<file path="src/rtl/intr_arb_pkg.sv">
// Shared types and debug encodings for the interrupt arbiter.
package intr_arb_pkg;

  typedef enum logic [1:0] {
    IDLE     = 2'b00,
    GRANT    = 2'b01,
    COOLDOWN = 2'b10
  } state_e;

  localparam logic [2:0] STATE_DBG_IDLE     = 3'b001;
  localparam logic [2:0] STATE_DBG_GRANT    = 3'b010;
  localparam logic [2:0] STATE_DBG_COOLDOWN = 3'b100;

  function automatic int max_int(input int a, input int b);
    return (a > b) ? a : b;
  endfunction

endpackage

</file>
<file path="src/rtl/intr_prio_pick.sv">
// Combinational priority picker: first eligible bit found scanning upward
// from start, wrapping around modulo N_SRC.
module intr_prio_pick #(
  parameter int N_SRC = 4,
  parameter int IW    = $clog2(N_SRC)
) (
  input  logic [N_SRC-1:0] eligible,
  input  logic [IW-1:0]    start,
  output logic             any,
  output logic [IW-1:0]    index
);

  logic [IW-1:0] pos;

  always_comb begin
    any   = 1'b0;
    index = '0;
    pos   = '0;
    for (int i = 0; i < N_SRC; i++) begin
      pos = IW'((int'(start) + i) % N_SRC);
      if (!any && eligible[pos]) begin
        any   = 1'b1;
        index = pos;
      end
    end
  end

endmodule

</file>
<file path="src/rtl/intr_arbiter.sv">
// Shares one MCU interrupt line among N_SRC edge-triggered requesters.
// Define INTR_ARB_ROUND_ROBIN_EN for rotating priority; default is fixed lowest-index.
module intr_arbiter
  import intr_arb_pkg::*;
#(
  parameter int               N_SRC      = 4,
  parameter int               HOLD_MAX   = 16,
  parameter int               GAP_CYCLES = 4,
  parameter logic [N_SRC-1:0] MASK_RST   = '1
) (
  input  logic                     clk,
  input  logic                     rst_n,
  input  logic [N_SRC-1:0]         req,
  input  logic                     mask_wr,
  input  logic [N_SRC-1:0]         mask_data,
  input  logic                     int_ack,
  output logic                     intr,
  output logic                     src_valid,
  output logic [$clog2(N_SRC)-1:0] src_id,
  output logic [N_SRC-1:0]         pending,
  output logic [N_SRC-1:0]         mask,
  output logic [2:0]               state_dbg
);

  localparam int IW = $clog2(N_SRC);
  localparam int CW = $clog2(max_int(HOLD_MAX, GAP_CYCLES) + 1);

  state_e           state, state_nxt;
  logic [N_SRC-1:0] req_d, pend, mask_r, edges, eligible, clr;
  logic [CW-1:0]    cnt, cnt_nxt;
  logic [IW-1:0]    id_r, id_nxt, start, pick_idx;
  logic             pick_any;

  assign edges     = req & ~req_d;
  assign eligible  = pend & mask_r;
  assign pending   = pend;
  assign mask      = mask_r;
  assign src_id    = id_r;

`ifdef INTR_ARB_ROUND_ROBIN_EN
  logic [IW-1:0] last;
  assign start = (last == IW'(N_SRC - 1)) ? '0 : last + 1'b1;
`else
  assign start = '0;
`endif

  intr_prio_pick #(.N_SRC(N_SRC), .IW(IW)) u_pick (
    .eligible (eligible),
    .start    (start),
    .any      (pick_any),
    .index    (pick_idx)
  );

  always_comb begin
    state_nxt = state;
    cnt_nxt   = cnt;
    id_nxt    = id_r;
    clr       = '0;
    intr      = 1'b0;
    src_valid = 1'b0;
    state_dbg = 3'b000;
    case (state)
      IDLE: begin
        state_dbg = STATE_DBG_IDLE;
        cnt_nxt   = '0;
        if (pick_any) begin
          state_nxt = GRANT;
          id_nxt    = pick_idx;
        end
      end
      GRANT: begin
        state_dbg = STATE_DBG_GRANT;
        intr      = 1'b1;
        src_valid = 1'b1;
        if (int_ack) begin
          clr[id_r] = 1'b1;
          state_nxt = COOLDOWN;
          cnt_nxt   = '0;
        end else if (cnt == CW'(HOLD_MAX - 1)) begin
          // Timed out: leave pending set so the source is retried.
          state_nxt = COOLDOWN;
          cnt_nxt   = '0;
        end else begin
          cnt_nxt = cnt + 1'b1;
        end
      end
      COOLDOWN: begin
        state_dbg = STATE_DBG_COOLDOWN;
        // Counter saturates so a stuck ack can hold this state indefinitely.
        if (cnt >= CW'(GAP_CYCLES - 1)) begin
          if (!int_ack) begin
            state_nxt = IDLE;
            cnt_nxt   = '0;
          end
        end else begin
          cnt_nxt = cnt + 1'b1;
        end
      end
      default: begin
        state_nxt = IDLE;
        cnt_nxt   = '0;
      end
    endcase
  end

  always_ff @(posedge clk or negedge rst_n) begin
    if (!rst_n) begin
      state  <= IDLE;
      cnt    <= '0;
      id_r   <= '0;
      req_d  <= '0;
      pend   <= '0;
      mask_r <= MASK_RST;
    end else begin
      state  <= state_nxt;
      cnt    <= cnt_nxt;
      id_r   <= id_nxt;
      req_d  <= req;
      // A fresh edge wins over the acknowledge clear.
      pend   <= (pend & ~clr) | edges;
      if (mask_wr) mask_r <= mask_data;
    end
  end

`ifdef INTR_ARB_ROUND_ROBIN_EN
  always_ff @(posedge clk or negedge rst_n) begin
    if (!rst_n) last <= '0;
    else if (state == IDLE && pick_any) last <= pick_idx;
  end
`endif

endmodule
</file>
<file path="config.mk">
export PLATFORM = sky130hd
export DESIGN_NAME = intr_arbiter
export DESIGN_NICKNAME = d
export VERILOG_FILES = /design/src/rtl/intr_arb_pkg.sv /design/src/rtl/intr_prio_pick.sv /design/src/rtl/intr_arbiter.sv
export SDC_FILE = /design/constraint.sdc
export NUM_CORES = 1
export LEC_CHECK = 0
export ABC_CLOCK_PERIOD_IN_PS = 1950
export CAP_MARGIN = 25
export CORE_MARGIN = 10
export CORE_UTILIZATION = 29
export DETAILED_ROUTE_END_ITERATION = 12
export PLACE_DENSITY = 0.62
export SYNTH_ARGS = -nofsm -noshare
export SYNTH_HDL_FRONTEND = slang
export SYNTH_SLANG_ARGS = --single-unit
</file>
<file path="constraint.sdc">
create_clock -name clk -period 1.95 [get_ports clk]
set_input_delay 0.195 -clock clk [delete_from_list [all_inputs] [get_ports clk]]
set_output_delay 0.195 -clock clk [all_outputs]
set_load 0.03 [all_outputs]
</file>
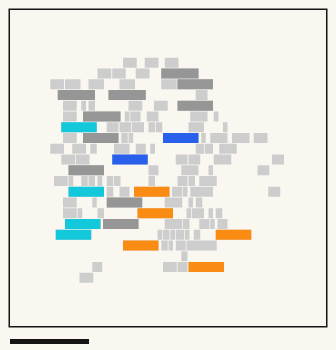
Figure 1: run 1, register map, names as in the netlist.
Bar = 20 um. Other sequential cells in the stronger gray, the rest of the logic in the fainter gray.
| color | signal | flops |
|---|---|---|
| cyan | `req_d` | 4 |
| orange | `cnt` | 5 |
| blue | `src_id` | 2 |

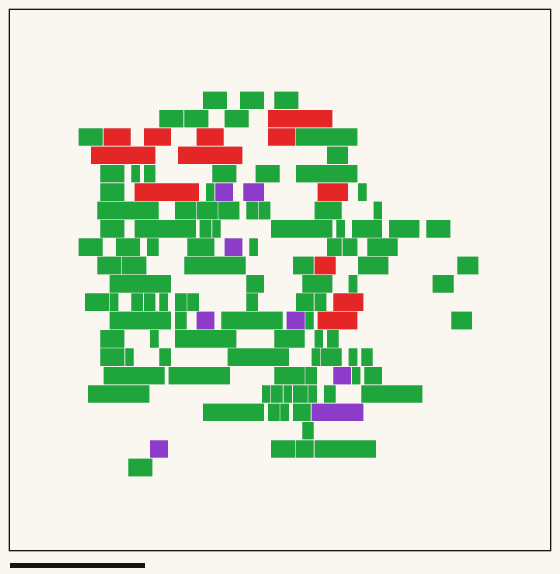
Figure 2: run 1, cell sizes after repair.
Bar = 20 um.
| color | size | cells | share |
|---|---|---|---|
| purple | drive 3 to 4 | 8 | 6.3% |
| green | drive 1 or less | 106 | 84% |
| red | drive 2 | 12 | 9.5% |

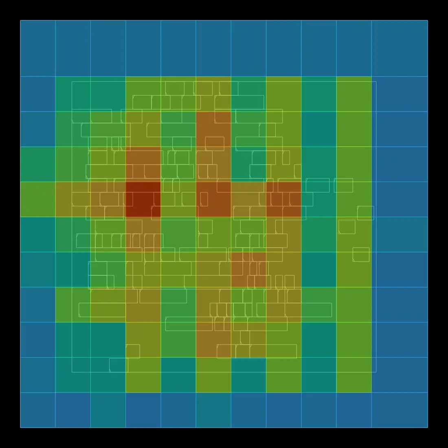
Figure 3: run 1, track usage over the die.
wire per inst: 13.5 um
met3 usage: 3.04%
Core Util, Final: 41.1%
met1 Use GR: 8.47%
grt met2 use: 12.6%

==> flow_summary.json, run 1 <==
{
  "status": "finished clean",
  "topCellsByArea": "dfrtp_1, dfstp_2, ha_1, o21ai_0, mux2_2",
  "std_cell_rows": 21,
  "intPower_uw": 985,
  "fp-utilization_pct": 30.6,
  "via_count": 793,
  "powerSeq_uw": 632,
  "place_ws_ps": 59.2,
  "worst_pin_slew_ps": 338,
  "n_clock_buffer": 4,
  "comb_share_pct": 33.5,
  "ys_chip_area_um2": 1040,
  "postCtsSetupRepairBufs": 0,
  "r2r_end": "cnt[3]$_DFFE_PN0P_",
  "clock_latency_ps": 290,
  "xor_share_pct": 0,
  "yosys_most_used_dff": "dfrtp_1",
  "grt_busiest_layer": "met2",
  "async_flop_share_pct": 100,
  "setup_tns_ps": 0,
  "area.growth.synth_to_final_pct": 34.3,
  "hold_ws_ps": 230,
  "antenna_found_initial": 0,
  "hold_buffers": 0,
  "crit_start": "cnt[0]$_DFFE_PN0P_",
  "largest_reg_flops": 5,
  "cts_inserted_buffers": 3,
  "hold_path_class": "in2async",
  "die_h_um": 80.0,
  "clk_share_pct": 1.87,
  "ys_cells": 95,
  "die-area_um2": 6400,
  "stdcell_area_um2": 1400,
  "place_hpwl_um": 1870,
  "viasPerCell": 4.61,
  "comb_cells": 61,
  "fin_nets": 146,
  "drc_errors": 0,
  "power.density_nw_per_um2": 1230,
  "synth-edff-count": 0,
  "p_sw_uw": 747,
  "yosysTopAreaCell": "dfrtp_1",
  "sh_seq_area_pct": 37.8,
  "cts_resized": 4,
  "netlist_top_cells_count": "dfrtp_1, inv_1, o21ai_0",
  "max_cap_violations": 0,
  "setup_viol": 0,
  "critPathArrivalTime_ps": 2090,
  "crit_end": "cnt[3]$_DFFE_PN0P_",
  "ys_sh_simple_pct": 12.0,
  "buffer_area_share_pct": 19.8,
  "critical_path.top_delay_family": "simple AND/OR/NAND/NOR gates",
  "cts_sinks": 21,
  "power_clock_uw": 201,
  "path_cells": "ha_1 > nand3_1 > inv_1 > ha_1 > nor4bb_2 > a41oi_1 > nor3b_1 > a21o_1",
  "drv_slew": 0,
  "fa_ha_area_share_pct": 8.38,
  "grt_max_degree": 22,
  "cellLeakagePower_nw": 0.628,
  "netlist.area_leader.share_pct": 40.7,
  "clkTransAtPathRegs_ps": 110,
  "rr_worst_depth": 8,
  "max_stage_delay_ps": 430,
  "n_tap_cell": 46,
  "ys_ff": 21,
  "layout_top_cells": "clkdlybuf4s50_1, dfrtp_1, inv_1, o21ai_0, nand2_1",
  "wl_met2_um": 1130,
  "ant_nets": 0,
  "layout_setup_ws_ps": 105,
  "largest-register": "cnt",
  "switching_share_pct": 43.1,
  "cts.path.max_buffers": 2,
  "yosys.area_share.aoi_pct": 17.0,
  "port_buffers": 26,
  "grt.overflow.total": 0,
  "max_slew_margin_pct": 77.2,
  "regArea_um2": 531,
  "final_common_cell": "clkdlybuf4s50_1",
  "netlist_instances": 95,
  "timing.rr.start": "cnt[0]$_DFFE_PN0P_",
  "cp_num_cells": 8,
  "seq_cell_count": 21,
  "top_logic_kind": "AND-OR/OR-AND gates",
  "top_area_cell_class": "sequential cells",
  "power_frac_comb_pct": 51.9,
  "rsz0062_at_grt": "yes",
  "routed.top_layer": "met4",
  "syn_avg_cell_area_um2": 11.0,
  "cp_num_buf_inv": 1,
  "reg2reg_slack_ps": 110,
  "syn-cell-area_um2": 1040,
  "power_leader": "combinational logic",
  "total_power_mw": 1.73,
  "syn_nets": 114,
  "wl_met3_um": 189,
  "num_antenna_cells": 0,
  "grt_pass1_vias": 885,
  "start_kind": "register",
  "comb_area_um2": 469,
  "min_period_ps": 1840,
  "fin_skew_ps": 1.97,
  "path_class": "reg2reg",
  "clkPwrFrac_pct": 11.6,
  "n_all_buffers": 29,
  "ys_seq_share_pct": 50.8,
  "cts_tree": "yes",
  "cp.required_ps": 2190,
  "grt_pass1_wl_um": 3960,
  "place_congestion": 0.751,
  "postPlaceCellArea_um2": 1370,
  "yosysMostFrequentCell": "dfrtp_1",
  "groute.usage.overall_pct": 7.55,
  "n_fill_cell": 358,
  "n_all_inverters": 11,
  "cp_common_cell": "ha_1",
  "die-width_um": 80.0,
  "wl_met1_um": 990
}
## Run 2: what changed since run 1
==> constraint.sdc (replaced) <==
create_clock -name clk -period 1.95 [get_ports clk]
set_input_delay 0.195 -clock clk [delete_from_list [all_inputs] [get_ports clk]]
set_output_delay 0.195 -clock clk [all_outputs]
set_load 0.01 [all_outputs]
==> flow_summary.json, run 2 <==
{
  "cts_sinks": 21,
  "largest-register": "cnt",
  "worst_pin_slew_ps": 338,
  "grt_max_degree": 22,
  "fin_skew_ps": 1.84,
  "n_all_inverters": 11,
  "max_slew_margin_pct": 77.2,
  "r2r_end": "cnt[3]$_DFFE_PN0P_",
  "place_hpwl_um": 1870,
  "routedWlPerCell_um": 13.5,
  "viasPerCell": 4.62,
  "via_count": 794,
  "cts_inserted_buffers": 3,
  "rsz0062_at_grt": "yes",
  "crit_end": "cnt[3]$_DFFE_PN0P_",
  "final_util_pct": 41.6,
  "status": "finished clean",
  "powerSeq_uw": 637,
  "die_h_um": 80.0,
  "synth-edff-count": 0,
  "top_logic_kind": "AND-OR/OR-AND gates",
  "intPower_mw": 1.04,
  "cts_resized": 1,
  "seq_cell_count": 21,
  "cp_num_cells": 8,
  "cp_num_buf_inv": 1,
  "yosys.area_share.aoi_pct": 17.0,
  "sh_seq_area_pct": 37.3,
  "fin_nets": 146,
  "crit_start": "cnt[0]$_DFFE_PN0P_",
  "ys_chip_area_um2": 1040,
  "die-area_um2": 6400,
  "routed.top_layer": "met4",
  "regArea_um2": 531,
  "start_kind": "register",
  "fp-utilization_pct": 30.6,
  "hold_ws_ps": 230,
  "ys_seq_share_pct": 50.8,
  "min_period_ps": 1840,
  "ant_nets": 0,
  "buffer_area_share_pct": 19.9,
  "syn_nets": 114,
  "comb_share_pct": 34.0,
  "path_class": "reg2reg",
  "grt_pass1_wl_um": 3970,
  "power.density_nw_per_um2": 1140,
  "place_congestion": 0.751,
  "postPlaceCellArea_um2": 1370,
  "final_common_cell": "clkdlybuf4s50_1",
  "power_leader": "combinational logic",
  "layout_top_cells": "clkdlybuf4s50_1, dfrtp_1, inv_1, o21ai_0, nand2_1",
  "netlist_top_cells_count": "dfrtp_1, inv_1, o21ai_0",
  "setup_tns_ps": 0,
  "die-width_um": 80.0,
  "yosys_most_used_dff": "dfrtp_1",
  "drc_errors": 0,
  "yosysMostFrequentCell": "dfrtp_1",
  "async_flop_share_pct": 100,
  "comb_cells": 61,
  "xor_share_pct": 0,
  "cts_tree": "yes",
  "drv_slew": 0
}
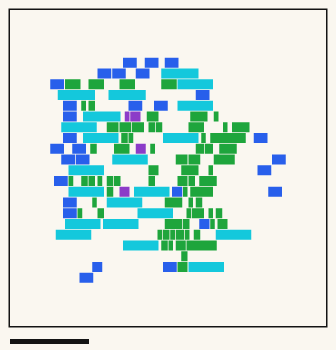
Figure 4: run 2, placement by cell class.
Bar = 20 um.
| color | class | cells | share of their area |
|---|---|---|---|
| cyan | flops | 21 | 39% |
| green | all other logic | 72 | 38% |
| blue | other buffers and delay cells | 29 | 21% |
| purple | clock drivers and dummy loads | 4 | 1.9% |

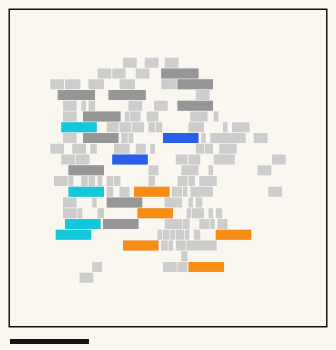
Figure 5: run 2, register map, names as in the netlist.
Bar = 20 um. Other sequential cells in the stronger gray, the rest of the logic in the fainter gray.
| color | signal | flops |
|---|---|---|
| blue | `src_id` | 2 |
| orange | `cnt` | 5 |
| cyan | `req_d` | 4 |
not colored: 10

